Design input_cache_ctrl, sky130hd; sources not shown.
Fig. 1: run 1, cell area per tile
The die is cut into 11 by 11 equal tiles; white is low, dark blue is high, 0 to 100% covered.
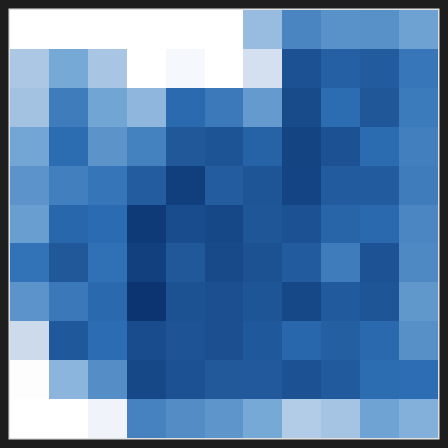
fullest tile = 98%
emptiest ninth of the die = north-west
tiles over 75% full = 51%
densest ninth of the die = center
mean over tiles = 65%
core utilization of the finished layout: 71.2%
core utilization before placement: 56.3%
area of the placeable core: 12,000 um^2

Fig. 2: run 1, placement by cell class
Scale bar: 20 um. Fill, decap, tap and diode cells in gray.
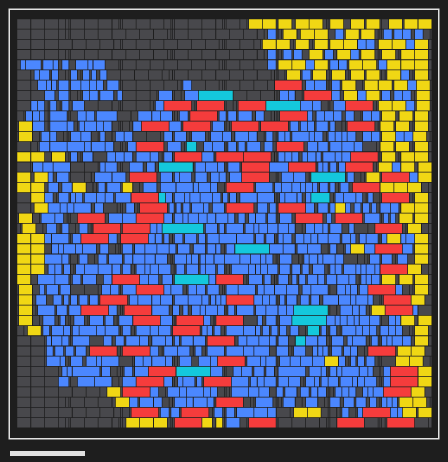
yellow -> other buffers and delay cells  # cells 152
cyan -> clock drivers and dummy loads  # cells 15
red -> flops  # cells 77
blue -> combinational and other logic  # cells 742
final instance area: 8560 um^2
flip-flop and latch share of the layout cell area: 18.0%

Fig. 3: run 1, congestion heat map
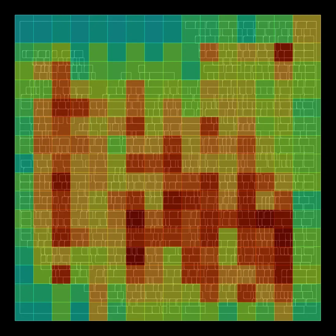
routed length per placed instance: 17.6 um
global router's overall resource usage: 29.8%
layer with the highest usage: met2
GR Util met3: 4.30%

==> impl_metrics.json, run 1 <==
{
  "synth_cell_types": 77,
  "design_power_total_w": 0.00126,
  "worst_slew_margin_relative_to_its_limit_pct": 30.3,
  "cp.arrival_ns": 5.07,
  "power.leakage_nw": 3.33,
  "critical_path.n_buffers_inverters": 1,
  "maxPowerGroup": "combinational cells",
  "period_used_pct": 71.7,
  "run_status": "complete, no violations",
  "combAreaFraction_pct": 58.1,
  "detail_route.vias_per_cell": 6.42,
  "hold_depth": 2,
  "layout.nonclk_buf_share_pct": 17.6,
  "min_period_ns": 6.66,
  "final_layout_top_logic_cells": "148 x sky130_fd_sc_hd__clkdlybuf4s50_1, 77 x sky130_fd_sc_hd__dfxtp_1, 70 x sky130_fd_sc_hd__nand2b_1, 59 x sky130_fd_sc_hd__nor2_1, 49 x sky130_fd_sc_hd__and3_1",
  "number_of_pins_with_negative_max_slew_slack_in_the_final_report": 0,
  "timing.reg2reg.setup_slack_ns": 5.39,
  "rsz0062_at_grt": "false",
  "timing.critical_path.fanout_max": 8,
  "synth_top_cell_by_area": "sky130_fd_sc_hd__dfxtp_1",
  "seq_area_um2": 1540,
  "power.clock.total_w": 0.000358,
  "worst_setup_path_end_kind": "output port",
  "final_common_cell": "sky130_fd_sc_hd__clkdlybuf4s50_1",
  "post_synth_and_or_nand_nor_area_fraction_pct": 31.5,
  "startpoint_type": "flop",
  "overflow": 0,
  "most_common_cell": "sky130_fd_sc_hd__dfxtp_1",
  "postCtsHoldBufs": 0,
  "drc_errors": 0,
  "taps": 147,
  "postSynthAreaPerCell_um2": 7.76,
  "gpl_congestion": 0.924,
  "crit_path_max_delay_family": "simple AND/OR/NAND/NOR gates",
  "timing.critical_path.cells": "ha_1, fa_1, a21o_1, a221oi_1, xnor2_1, nand2b_1, nor4_2, nand4_1, nor3b_1, or3_1, clkdlybuf4s50_1",
  "drt-met1-wl_um": 8400,
  "cts_post_setup_buffers_inserted": 0,
  "setup-violations-final": 0,
  "p_comb_w": 0.000529,
  "ys_cells": 871,
  "yosys-top-cells-count": "77 x sky130_fd_sc_hd__dfxtp_1, 70 x sky130_fd_sc_hd__nand2b_1, 60 x sky130_fd_sc_hd__nor2_1",
  "timing.max_cap.violations": 0,
  "wl_met2_um": 9360,
  "n_antenna_cell": 0,
  "dp_cells": 1118,
  "cts_htree_levels": 3,
  "log.warning_count": 28
}
==> run 2, diff against run 1 <==
--- a/config.mk
+++ b/config.mk
@@ -6,9 +6,9 @@
 export NUM_CORES = 1
 export LEC_CHECK = 0
 export CORE_MARGIN = 1.5
-export CORE_UTILIZATION = 55
+export CORE_UTILIZATION = 52
 export DETAILED_ROUTE_END_ITERATION = 10
-export PLACE_DENSITY = 0.93
+export PLACE_DENSITY = 0.89
 export SLEW_MARGIN = 20
 export SYNTH_ARGS = -nofsm -noshare
 export SYNTH_HDL_FRONTEND = slang
==> constraint.sdc (replaced) <==
create_clock -name clk -period 6.4 [get_ports clk]
set_clock_uncertainty 0.2 [all_clocks]
set_input_delay 0.96 -clock clk [delete_from_list [all_inputs] [get_ports clk]]
set_output_delay 0.96 -clock clk [all_outputs]
set_load 0.1 [all_outputs]
Fig. 4: run 2, placement by cell class
Scale bar: 20 um. Fill, decap, tap and diode cells in gray.
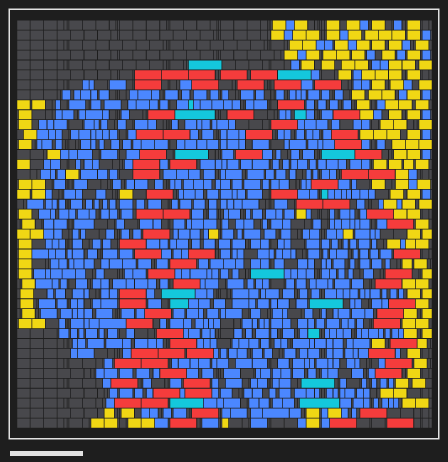
blue -> combinational and other logic  # cells 742
cyan -> clock drivers and dummy loads  # cells 16
yellow -> other buffers and delay cells  # cells 154
red -> flops  # cells 77
final instance area: 8600 um^2
core utilization of the finished layout: 67.9%

==> impl_metrics.json, run 2 <==
{
  "run_status": "complete, no violations",
  "p_comb_w": 0.000766,
  "timing.critical_path.cells": "inv_1, ha_1, or4b_1, nor4_1, xnor2_1, o2111ai_1, or4_4, nand2_4, o21ai_0, clkdlybuf4s50_1",
  "power.leakage_nw": 3.37,
  "hold_depth": 2,
  "worst_setup_path_end_kind": "output port",
  "grtUsageTotal_pct": 29.0,
  "cp.arrival_ns": 4.40,
  "synth_cell_types": 77,
  "drt-met1-wl_um": 8620,
  "timing.reg2reg.setup_slack_ns": 2.66,
  "power.clock.total_w": 0.000559,
  "final_common_cell": "sky130_fd_sc_hd__clkdlybuf4s50_1",
  "global_route.peak_usage_layer": "met2",
  "postCtsHoldBufs": 0,
  "synth_top_cell_by_area": "sky130_fd_sc_hd__dfxtp_1",
  "n_antenna_cell": 0,
  "seq_area_share_pct": 17.9,
  "min_period_ns": 5.56,
  "seq_area_um2": 1540,
  "startpoint_type": "flop",
  "grt_use_met3_pct": 5.72
}
==> run 3, diff against run 2 <==
==> constraint.sdc (replaced) <==
create_clock -name clk -period 6.1 [get_ports clk]
set_clock_uncertainty 0.2 [all_clocks]
set_input_delay 0.915 -clock clk [delete_from_list [all_inputs] [get_ports clk]]
set_output_delay 0.915 -clock clk [all_outputs]
set_load 0.1 [all_outputs]
Fig. 5: run 3, placement by cell class
Scale bar: 20 um. Fill, decap, tap and diode cells in gray.
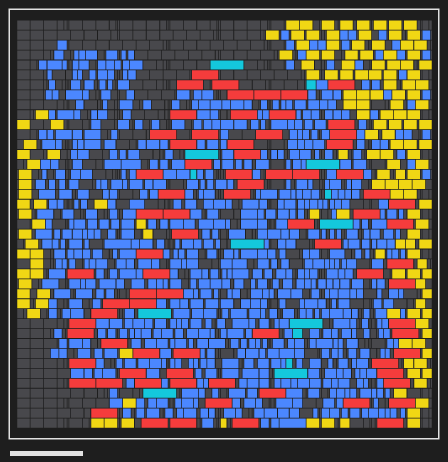
red -> flops  # cells 77
cyan -> clock drivers and dummy loads  # cells 14
blue -> combinational and other logic  # cells 742
yellow -> other buffers and delay cells  # cells 155
row count: 41
final instance area: 8530 um^2
core utilization of the finished layout: 67.3%

==> impl_metrics.json, run 3 <==
{
  "seq_area_share_pct": 18.1,
  "rsz0062_at_grt": "false",
  "final_layout_top_logic_cells": "135 x sky130_fd_sc_hd__clkdlybuf4s50_1, 77 x sky130_fd_sc_hd__dfxtp_1, 70 x sky130_fd_sc_hd__nand2b_1, 59 x sky130_fd_sc_hd__nor2_1, 49 x sky130_fd_sc_hd__and3_1",
  "critical_path.n_buffers_inverters": 1,
  "drc_errors": 0,
  "n_antenna_cell": 0,
  "design_power_total_w": 0.00185,
  "grt_use_met3_pct": 5.25,
  "power.leakage_nw": 3.35,
  "log.warning_count": 26,
  "run_status": "complete, no violations",
  "seq_area_um2": 1540,
  "timing.critical_path.fanout_max": 8,
  "setup-violations-final": 0,
  "timing.max_cap.violations": 0,
  "post_synth_and_or_nand_nor_area_fraction_pct": 31.5,
  "ys_cells": 871,
  "floorplan.core_util_pct": 53.4,
  "detail_route.vias_per_cell": 6.10,
  "p_comb_w": 0.000800,
  "coreArea_um2": 12700,
  "hold_depth": 2,
  "postCtsHoldBufs": 0,
  "crit_path_max_delay_family": "simple AND/OR/NAND/NOR gates",
  "min_period_ns": 5.54,
  "wl_met2_um": 9150,
  "timing.critical_path.cells": "ha_1, fa_1, a21o_1, a221oi_1, xnor2_1, nand2b_1, nor4_2, nand4_1, nor3b_1, or3_1, buf_4",
  "period_used_pct": 90.9,
  "timing.reg2reg.setup_slack_ns": 2.25,
  "worst_setup_path_end_kind": "output port"
}
